Figure 1. Clock routing (run 1).
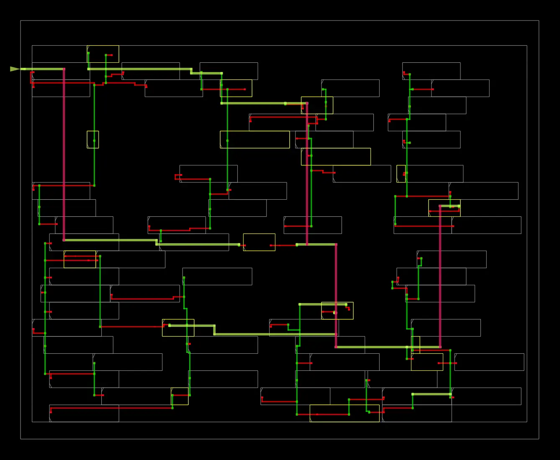
Figure 2. Floorplan with the power grid (run 1).
Pins as bars on the die edge.
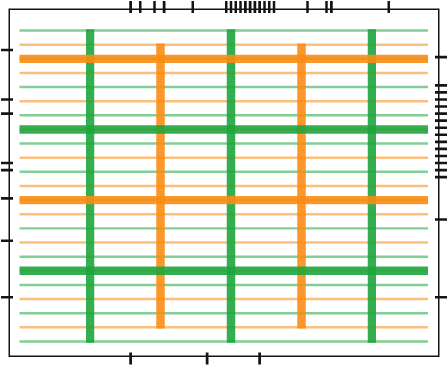
Figure 3. Gate families picked out (run 1).
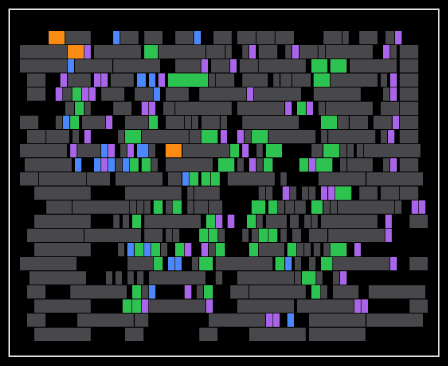
Figure 4. Where the registers sit (run 1).
Other sequential cells in the stronger grey, the rest of the logic in the fainter grey.
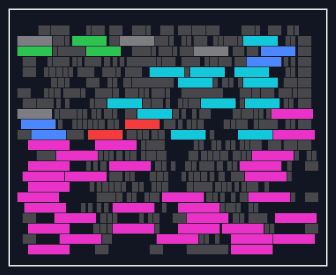
[config.mk]
export PLATFORM = sky130hd
export DESIGN_NAME = ir_prefetch_queue
export DESIGN_NICKNAME = d
export VERILOG_FILES = /design/src/rtl/ir_prefetch_queue.sv
export SDC_FILE = /design/constraint.sdc
export NUM_CORES = 1
export LEC_CHECK = 0
export ABC_AREA = 1
export CAP_MARGIN = 20
export CORE_ASPECT_RATIO = 0.8
export CORE_MARGIN = 1.5
export CORE_UTILIZATION = 57
export DETAILED_ROUTE_END_ITERATION = 12
export HOLD_SLACK_MARGIN = 0.08
export PLACE_DENSITY_LB_ADDON = 0.1
export SETUP_SLACK_MARGIN = 0.5
export SLEW_MARGIN = 20
export SYNTH_ARGS = -nofsm -noshare
export SYNTH_HDL_FRONTEND = slang
export SYNTH_SLANG_ARGS = --single-unit
[constraint.sdc]
create_clock -name clk -period 4.35 [get_ports clk]
set_clock_uncertainty 0.15 [all_clocks]
set_input_delay 0.6525 -clock clk [delete_from_list [all_inputs] [get_ports clk]]
set_output_delay 0.6525 -clock clk [all_outputs]
set_load 0.02 [all_outputs]
[src/rtl/ir_prefetch_queue.sv]
// ---------------------------------------------------------------------------
// ir_prefetch_queue
//   Instruction register with a small prefetch FIFO for the 8-bit CPU core.
//   Fetched bus words are buffered in a circular FIFO. The word at the head is
//   decoded as a one-word (short) or two-word (long) instruction. Once all of
//   its words are buffered, it moves into the instruction register. This
//   happens when the IR is empty or when the controller retires the current
//   instruction.
//
// Ports
//   clk          rising-edge clock
//   rst_n        asynchronous active-low reset
//   fetch_valid  fetch_data holds a valid instruction word
//   fetch_data   fetched instruction word (BUS_W)
//   fetch_ready  FIFO can accept a word (count < DEPTH)
//   flush        discard FIFO contents and the current instruction
//   ir_next      controller retires the current instruction
//   ir_valid     ir_op / ir_operand hold a valid instruction
//   ir_op        current opcode (OP_W)
//   ir_operand   current operand (OPR_W)
//   ir_long      current instruction is two-word
//   ir_out       operand bus output enable
//   opr_bus      ir_out ? ir_operand : 0
//   fifo_count   number of words buffered in the FIFO
// ---------------------------------------------------------------------------
module ir_prefetch_queue #(
    parameter int              BUS_W        = 8,
    parameter int              OP_W         = 4,
    parameter int              DEPTH        = 4,
    parameter logic [OP_W-1:0] LONG_OP_BASE = 4'hC,
    localparam int             OPR_W        = 2*BUS_W-OP_W,
    localparam int             CNT_W        = $clog2(DEPTH+1)
) (
    input  logic             clk,
    input  logic             rst_n,
    input  logic             fetch_valid,
    input  logic [BUS_W-1:0] fetch_data,
    output logic             fetch_ready,
    input  logic             flush,
    input  logic             ir_next,
    output logic             ir_valid,
    output logic [OP_W-1:0]  ir_op,
    output logic [OPR_W-1:0] ir_operand,
    output logic             ir_long,
    input  logic             ir_out,
    output logic [OPR_W-1:0] opr_bus,
    output logic [CNT_W-1:0] fifo_count
);

    localparam int PTR_W = (DEPTH > 1) ? $clog2(DEPTH) : 1;
    localparam int LOW_W = BUS_W - OP_W;

    // Advance a pointer by 0..2 with wrap modulo DEPTH (DEPTH need not be a
    // power of two, so a plain overflow wrap is not enough).
    function automatic logic [PTR_W-1:0] ptr_add(input logic [PTR_W-1:0] p,
                                                  input logic [1:0]       n);
        logic [PTR_W:0] s;
        s = (PTR_W+1)'(p) + (PTR_W+1)'(n);
        if (s >= (PTR_W+1)'(DEPTH))
            s = s - (PTR_W+1)'(DEPTH);
        return s[PTR_W-1:0];
    endfunction

    logic [BUS_W-1:0] mem [DEPTH];

    logic [PTR_W-1:0] wr_ptr_reg, wr_ptr_next;
    logic [PTR_W-1:0] rd_ptr_reg, rd_ptr_next;
    logic [CNT_W-1:0] count_reg,  count_next;

    logic             ir_valid_reg,   ir_valid_next;
    logic [OP_W-1:0]  ir_op_reg,      ir_op_next;
    logic [OPR_W-1:0] ir_operand_reg, ir_operand_next;
    logic             ir_long_reg,    ir_long_next;

    logic [BUS_W-1:0] head_word;
    logic [BUS_W-1:0] head2_word;
    logic [OP_W-1:0]  head_op;
    logic [LOW_W-1:0] head_low;
    logic             head_long;
    logic             complete;
    logic             push;
    logic             load;
    logic [1:0]       pop_n;

    // Head decode. The second word of a long instruction may sit at index 0
    // after the head at DEPTH-1, so its index is wrapped.
    always_comb begin
        head_word  = mem[rd_ptr_reg];
        head2_word = mem[ptr_add(rd_ptr_reg, 2'd1)];
        head_op    = head_word[BUS_W-1 -: OP_W];
        head_low   = head_word[LOW_W-1:0];
        head_long  = (head_op >= LONG_OP_BASE);
        // Only registered count is used: a word pushed this cycle cannot
        // complete an instruction in the same cycle.
        complete   = head_long ? (count_reg >= CNT_W'(2)) : (count_reg >= CNT_W'(1));
    end

    assign fetch_ready = (count_reg < CNT_W'(DEPTH));
    assign push        = fetch_valid && fetch_ready && !flush;
    assign load        = complete && (!ir_valid_reg || ir_next) && !flush;

    always_comb begin
        pop_n           = 2'd0;
        wr_ptr_next     = wr_ptr_reg;
        rd_ptr_next     = rd_ptr_reg;
        count_next      = count_reg;
        ir_valid_next   = ir_valid_reg;
        ir_op_next      = ir_op_reg;
        ir_operand_next = ir_operand_reg;
        ir_long_next    = ir_long_reg;

        if (flush) begin
            // Pointers restart at 0 so no stale word can reappear at the head.
            wr_ptr_next   = '0;
            rd_ptr_next   = '0;
            count_next    = '0;
            ir_valid_next = 1'b0;
        end else begin
            if (load) begin
                pop_n         = head_long ? 2'd2 : 2'd1;
                ir_valid_next = 1'b1;
                ir_op_next    = head_op;
                ir_long_next  = head_long;
                if (head_long)
                    ir_operand_next = {head_low, head2_word};
                else
                    ir_operand_next = OPR_W'(head_low);
            end else if (ir_next) begin
                // Retired with nothing complete behind it: IR goes empty but
                // keeps its last fields.
                ir_valid_next = 1'b0;
            end
            if (push)
                wr_ptr_next = ptr_add(wr_ptr_reg, 2'd1);
            rd_ptr_next = ptr_add(rd_ptr_reg, pop_n);
            count_next  = count_reg + CNT_W'(push) - CNT_W'(pop_n);
        end
    end

    // FIFO storage carries no reset; count and pointers define what is valid.
    always_ff @(posedge clk) begin
        if (push)
            mem[wr_ptr_reg] <= fetch_data;
    end

    always_ff @(posedge clk or negedge rst_n) begin
        if (!rst_n) begin
            wr_ptr_reg     <= '0;
            rd_ptr_reg     <= '0;
            count_reg      <= '0;
            ir_valid_reg   <= 1'b0;
            ir_op_reg      <= '0;
            ir_operand_reg <= '0;
            ir_long_reg    <= 1'b0;
        end else begin
            wr_ptr_reg     <= wr_ptr_next;
            rd_ptr_reg     <= rd_ptr_next;
            count_reg      <= count_next;
            ir_valid_reg   <= ir_valid_next;
            ir_op_reg      <= ir_op_next;
            ir_operand_reg <= ir_operand_next;
            ir_long_reg    <= ir_long_next;
        end
    end

    assign ir_valid   = ir_valid_reg;
    assign ir_op      = ir_op_reg;
    assign ir_operand = ir_operand_reg;
    assign ir_long    = ir_long_reg;
    assign fifo_count = count_reg;
    assign opr_bus    = ir_out ? ir_operand_reg : '0;

endmodule

==> flow_summary.toml, run 1 <==
# synthesis and place-and-route metrics
[clocking]
ctsResizeCount = 0
h-tree-depth = 3
hold_buffers = 0
cts_setup_buffers = 0

[critical_path]
cp.depth = 15
r2r_end = "fifo_count[2]$_DFF_PN0_"
critPathKind = "register to register"
crit_buf_inv = 5
cp-endpoint = "fifo_count[2]$_DFF_PN0_"
reg2reg_depth = 15
endpoint_kind = "register"
critPathMaxStageDelay_ps = 620
cp-start-kind = "register"
worstPathCellList = "buf_4 -> inv_1 -> nand3_1 -> nand2_2 -> nand2_4 -> o211ai_4 -> or2_1 -> inv_1 -> ha_1 -> inv_1 -> ha_1 -> inv_1 -> fa_1 -> xor2_1 -> nor2_1"
r2r_slack_ps = 810

[finish]
largest_reg_flops = 32
final_cell_mix = "nand2_1, inv_1, clkdlybuf4s50_1"
comb_cells = 183
buffers = 50
nNetsFinal = 380
lay_top_count = "nand2_1"
sh_comb_area_pct = 27.7
regArea_mm2 = 0.00159
clock_area_share_pct = 6.52
drive_above_1_share_pct = 11.3
fin_area_mm2 = 0.00359
inverters = 56
syn_to_final_growth_pct = 24.8

[floorplanning]
io_pins = 48
chip_area_mm2 = 0.00548
nWellTaps = 60
initial_utilization_pct = 61.1
rows = 22

[grt]
met3_usage_pct = 10.7
met1_usage_pct = 34.5
grt_pass1_wl_mm = 10.6
top_usage_layer = "met2"
gr-total-overflow = 0

[routing]
wl_met2_mm = 3.25
routed.top_layer = "met4"
wl_mm = 6.58
num_vias = 2251
first_pass_iters = 4
wl_per_cell_um = 15.6

[synthesis]
xor_area_share_pct = 0.914
ys_cells = 308
top_cell = "nand2_1"
top_logic_kind = "simple AND/OR/NAND/NOR gates"
ff_type = "edfxtp_1"
synthDominantCellAreaShare_pct = 33.4
postSynthSeqShare_pct = 55.2
synth_cells = 308
yosys-stat-area_mm2 = 0.00288
synthTopCellsByArea = "edfxtp_1, dfrtp_1, nand2_1"
aoi_share_pct = 13.1
syn_nets = 331
avgSynthCellArea_um2 = 9.34
common_cells = "nand2_1, inv_1, edfxtp_1"

[timing]
finalSetupTns_ps = 0
drv_slew = 0
hold_violations = 0
max_freq_mhz = 282
rsz0062_at_grt = "false"
worst_hold_slack_ps = 147

[power]
pwr-share-seq_pct = 32.5
peakVddDrop_v = 0.000415
total_power_mw = 2.36
p_clk_mw = 0.590
combPwrFrac_pct = 42.6
power_density_mw_per_mm2 = 659
powerSeq_mw = 0.767
switching_share_pct = 38.2
pwr-share-clk_pct = 25.0
p_leak_nw = 1.67
power.group.top = "combinational cells"

[placed_design]
post_dp_cell_area_mm2 = 0.00335
io_buffers = 47
place.gp.congestion = 0.909
place_hpwl_mm = 4.57
dp_slack_ps = 817

[run_status]
status = "completed"

[flow_run]
drv_cap = 0

[worst_hold_path]
hold_class = "primary input to asynchronous set/reset pin"
Notes on Figure 1 above:
Flops: 57
# clk buffers: 10

Notes on Figure 2 above:
| colour | net |
|---|---|
| orange | VDD |
| green | VSS |
rows: 22
met1 rails: 23
met5 straps: 4

Notes on Figure 3 above:
| colour | family | cells | most used |
|---|---|---|---|
| purple | inverters | 56 | inv_1 |
| blue | NOR gates | 21 | nor2_1 |
| orange | XOR/XNOR gates | 3 | xnor2_1 |
| green | inverting AOI/OAI gates | 56 | o21ai_0 |

Notes on Figure 4 above:
| colour | name in the netlist | sequential cells |
|---|---|---|
| cyan | `ir_operand` | 12 |
| green | `fifo_count` | 3 |
| red | `rd_ptr_reg` | 2 |
| magenta | `mem` | 32 |
| blue | `ir_op` | 4 |

==> run 1 -> run 2 <==
CORE_UTILIZATION = 48   (was 57)
clock period = 3.2 ns   (was 4.35 ns; I/O delays follow)
==> run 2 against run 1 <==
First-iteration DRC count is 0.75% lower. Sequential cell count stayed put. Sequential share of layout area is 2.0 points lower. Combinational power is 49% higher. Wire length is 4.1% lower. Critical path depth is 1 higher. Count of clock-buffer cells in the layout is 3 higher. Setup slack worse by 280 ps. Via count is 1.9% higher. Maximum frequency is 33% higher. Die size is 18% higher. Critical endpoint unchanged.
==> flow_summary.toml, run 2 <==
# synthesis and place-and-route metrics
[routing]
first_pass_iters = 4
wl_mm = 6.31
routed.top_layer = "met4"
drt-initial-drc-count = 133
num_vias = 2293
wl_per_cell_um = 13.7
wl_met2_mm = 3.11

[grt]
gr-total-overflow = 0
met3_usage_pct = 9.67
met1_usage_pct = 26.4
grt_pass1_wl_mm = 9.91
top_usage_layer = "met2"

[critical_path]
cp.depth = 16
critPathMaxStageDelay_ps = 460
endpoint_kind = "register"
cp-start-kind = "register"
crit_slowest_cell = "dfrtp_2"
r2r_end = "fifo_count[2]$_DFF_PN0_"
r2r_slack_ps = 530
reg2reg_depth = 16
critPathKind = "register to register"
crit_buf_inv = 4
cp-endpoint = "fifo_count[2]$_DFF_PN0_"
worstPathCellList = "buf_6 -> nand2_2 -> nand3_2 -> nand2_2 -> nand2_4 -> nand2_4 -> o211ai_4 -> or2_1 -> inv_2 -> ha_4 -> inv_2 -> ha_4 -> inv_2 -> fa_2 -> xor2_1 -> nor2_1"

[power]
switching_share_pct = 39.4
power.group.top = "combinational cells"
pwr-share-clk_pct = 18.8
p_leak_nw = 1.74
power_density_mw_per_mm2 = 835
combPwrFrac_pct = 47.9
total_power_mw = 3.14
p_clk_mw = 0.589
peakVddDrop_v = 0.000512
powerSeq_mw = 1.05
pwr-share-seq_pct = 33.3

[synthesis]
avgSynthCellArea_um2 = 9.34
ys_cells = 308
top_cell = "nand2_1"
top_logic_kind = "simple AND/OR/NAND/NOR gates"
aoi_share_pct = 13.1
xor_area_share_pct = 0.914
synth_cells = 308
synthDominantCellAreaShare_pct = 33.4
synthTopCellsByArea = "edfxtp_1, dfrtp_1, nand2_1"
synth_adder_area_share_pct = 4.18
edf_count = 32
yosys-stat-area_mm2 = 0.00288
synth.distinct_cells = 32
ff_type = "edfxtp_1"
common_cells = "nand2_1, inv_1, edfxtp_1"
syn_nets = 331

[finish]
drive_above_1_share_pct = 18.7
sh_comb_area_pct = 27.8
lay_top_count = "nand2_1"
clkbuf_count = 13
nNetsFinal = 398
comb_cells = 183
syn_to_final_growth_pct = 30.8
regArea_mm2 = 0.00159
final_cells = 461
clock_area_share_pct = 4.66
fin_area_mm2 = 0.00376
buffers = 68

[timing]
drv_slew = 0
rsz0062_at_grt = "true"
max_freq_mhz = 374
worst_hold_slack_ps = 333
finalSetupTns_ps = 0
hold_violations = 0

[worst_hold_path]
hold_class = "register to register"

[floorplanning]
nWellTaps = 81
rows = 25
chip_area_mm2 = 0.00647
io_pins = 48

[clocking]
ctsResizeCount = 2
h-tree-depth = 3
cts_setup_buffers = 5
hold_buffers = 0

[placed_design]
place_hpwl_mm = 4.30
post_dp_cell_area_mm2 = 0.00346
io_buffers = 47
dp_slack_ps = 234
place.gp.congestion = 0.861

[run_status]
status = "completed"

[flow_run]
drv_cap = 0
Figure 5. Floorplan with the power grid (run 2).
Pins as bars on the die edge.
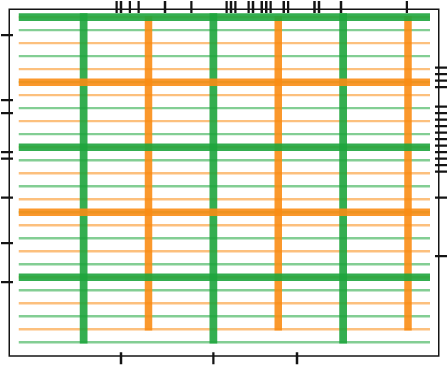
| colour | net |
|---|---|
| green | VSS |
| orange | VDD |
met5 straps: 5
rows: 25
met4 straps: 6
signal pins: 48
met1 rails: 26

Figure 6. Cells coloured by class (run 2).
Scale bar: 20 um. Fill, decap, tap and diode cells in grey.
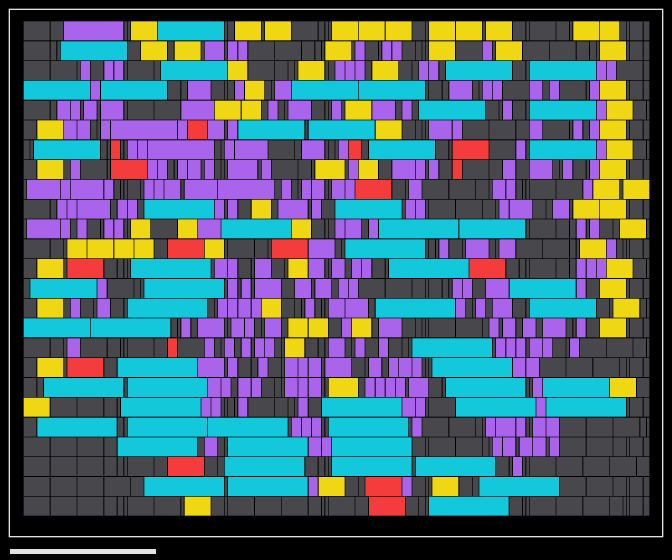
| colour | class | cells | share of their area |
|---|---|---|---|
| yellow | other buffers and delay cells | 68 | 17% |
| red | clock drivers and dummy loads | 16 | 4.8% |
| purple | all other logic | 239 | 34% |
| cyan | flip-flops | 57 | 43% |

Figure 7. Where the registers sit (run 2).
Other sequential cells in the stronger grey, the rest of the logic in the fainter grey.
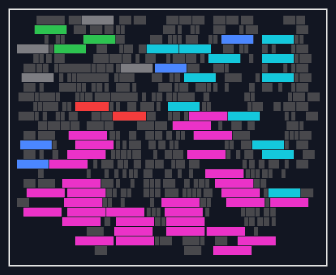
| colour | name in the netlist | sequential cells |
|---|---|---|
| magenta | `mem` | 32 |
| green | `fifo_count` | 3 |
| blue | `ir_op` | 4 |
| red | `rd_ptr_reg` | 2 |
| cyan | `ir_operand` | 12 |

==> run 2 -> run 3 <==
CORE_UTILIZATION = 53   (was 48)
clock period = 2.6 ns   (was 3.2 ns; I/O delays follow)
Figure 8. Where the registers sit (run 3).
Other sequential cells in the stronger grey, the rest of the logic in the fainter grey.
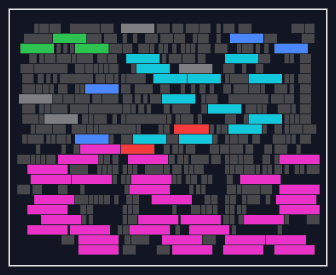
| colour | name in the netlist | sequential cells |
|---|---|---|
| green | `fifo_count` | 3 |
| magenta | `mem` | 32 |
| blue | `ir_op` | 4 |
| cyan | `ir_operand` | 12 |
| red | `rd_ptr_reg` | 2 |

Figure 9. Gate families picked out (run 3).
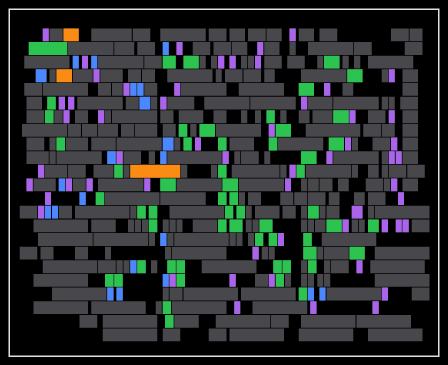
| colour | family | cells |
|---|---|---|
| blue | NOR gates | 21 |
| green | inverting AOI/OAI gates | 56 |
| orange | XOR/XNOR gates | 3 |
| purple | inverters | 56 |

==> run 3 against run 2 <==
The flow now finishes with violations (design-rule violations, negative setup slack). Global-route usage grew 2.4 points. Synthesized cell count unchanged. Wire length increased by 1.4%. Sequential power rose by 23%. Sequential cell count unchanged. Count of clock-buffer cells in the layout down 4. Final cell count shrank 2.8%. Setup slack got worse by 570 ps. Sequential share of layout area shrank 1.2 points. Non-clock buffer count is 6 higher. Maximum frequency is 1.3% higher. Critical path type unchanged. Largest power group unchanged.
==> flow_summary.toml, run 3 <==
# synthesis and place-and-route metrics
[finish]
final_cell_mix = "nand2_1, inv_1, clkdlybuf4s50_1"
comb_cells = 183
nNetsFinal = 404
clkbuf_count = 9
fin_area_mm2 = 0.00386
inverters = 56
sh_comb_area_pct = 28.2
drive_above_1_share_pct = 22.3
ff_count = 57
lay_top_count = "nand2_1"
final_cells = 448
largest_reg_flops = 32
buffers = 74

[power]
peakVddDrop_v = 0.000645
power_density_mw_per_mm2 = 1070
p_clk_mw = 0.904
pwr-share-clk_pct = 21.9
p_leak_nw = 1.83
powerSeq_mw = 1.29
switching_share_pct = 38.7

[synthesis]
edf_count = 32
common_cells = "nand2_1, inv_1, edfxtp_1"
top_logic_kind = "simple AND/OR/NAND/NOR gates"
synthDominantCellAreaShare_pct = 33.4
ys_cells = 308
aoi_share_pct = 13.1
synth_cells = 308
postSynthSeqShare_pct = 55.2
synth_adder_area_share_pct = 4.18
top_cell = "nand2_1"
xor_area_share_pct = 0.914
yosys-stat-area_mm2 = 0.00288
synth.distinct_cells = 32

[routing]
wl_mm = 6.40
wl_met2_mm = 3.13
drc_errors = 3
drt-initial-drc-count = 131
first_pass_iters = 8
wl_per_cell_um = 14.3

[flow_run]
drv_cap = 0

[grt]
met1_usage_pct = 30.1
gr-total-overflow = 0

[clocking]
h-tree-depth = 3
cts_setup_buffers = 3
hold_buffers = 0
ctsResizeCount = 21

[placed_design]
dp_slack_ps = -197
io_buffers = 47
post_dp_cell_area_mm2 = 0.00352
place_hpwl_mm = 4.40

[timing]
setup_ws_ps = -37.6
finalSetupViolCount = 2
rsz0062_at_grt = "true"
finalSetupTns_ps = -57.2
hold_violations = 0
max_freq_mhz = 379

[critical_path]
endpoint_kind = "register"
crit_slowest_cell = "fa_2"
r2r_slack_ps = -40
crit_buf_inv = 3
worstPathCellList = "nand2_1 -> nand3_2 -> nand2_2 -> nand2_4 -> nand2_4 -> o211ai_4 -> or2_1 -> inv_2 -> ha_4 -> inv_2 -> ha_4 -> inv_2 -> fa_2 -> nor2_1"
critPathMaxStageDelay_ps = 550
cp-endpoint = "fifo_count[1]$_DFF_PN0_"
critPathKind = "register to register"
r2r_end = "fifo_count[1]$_DFF_PN0_"
cp.depth = 14
cp-start-kind = "register"

[worst_hold_path]
hold_class = "primary input to asynchronous set/reset pin"

[floorplanning]
rows = 23

[run_status]
violations = "design-rule violations, negative setup slack"
status = "finished with violations"
Figure 10. Cells coloured by class (run 3).
Scale bar: 20 um. Fill, decap, tap and diode cells in grey.
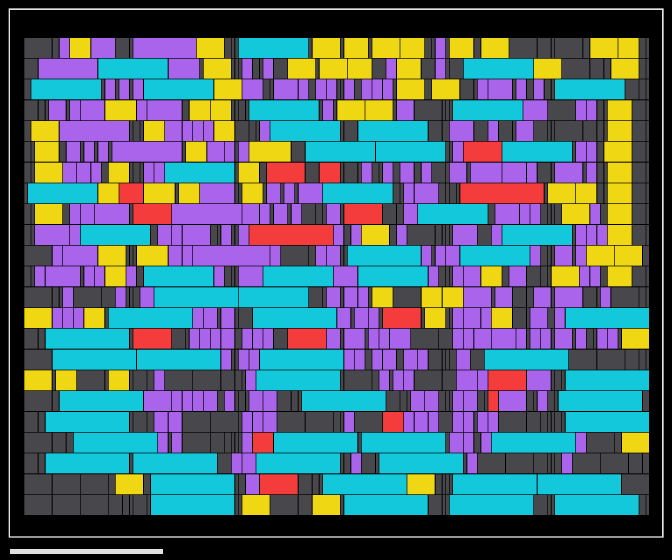
| colour | class | cells | share of their area |
|---|---|---|---|
| red | clock drivers and dummy loads | 16 | 5.8% |
| yellow | other buffers and delay cells | 74 | 18% |
| cyan | flip-flops | 57 | 42% |
| purple | all other logic | 239 | 34% |

Power and IR drop assume default switching activity.
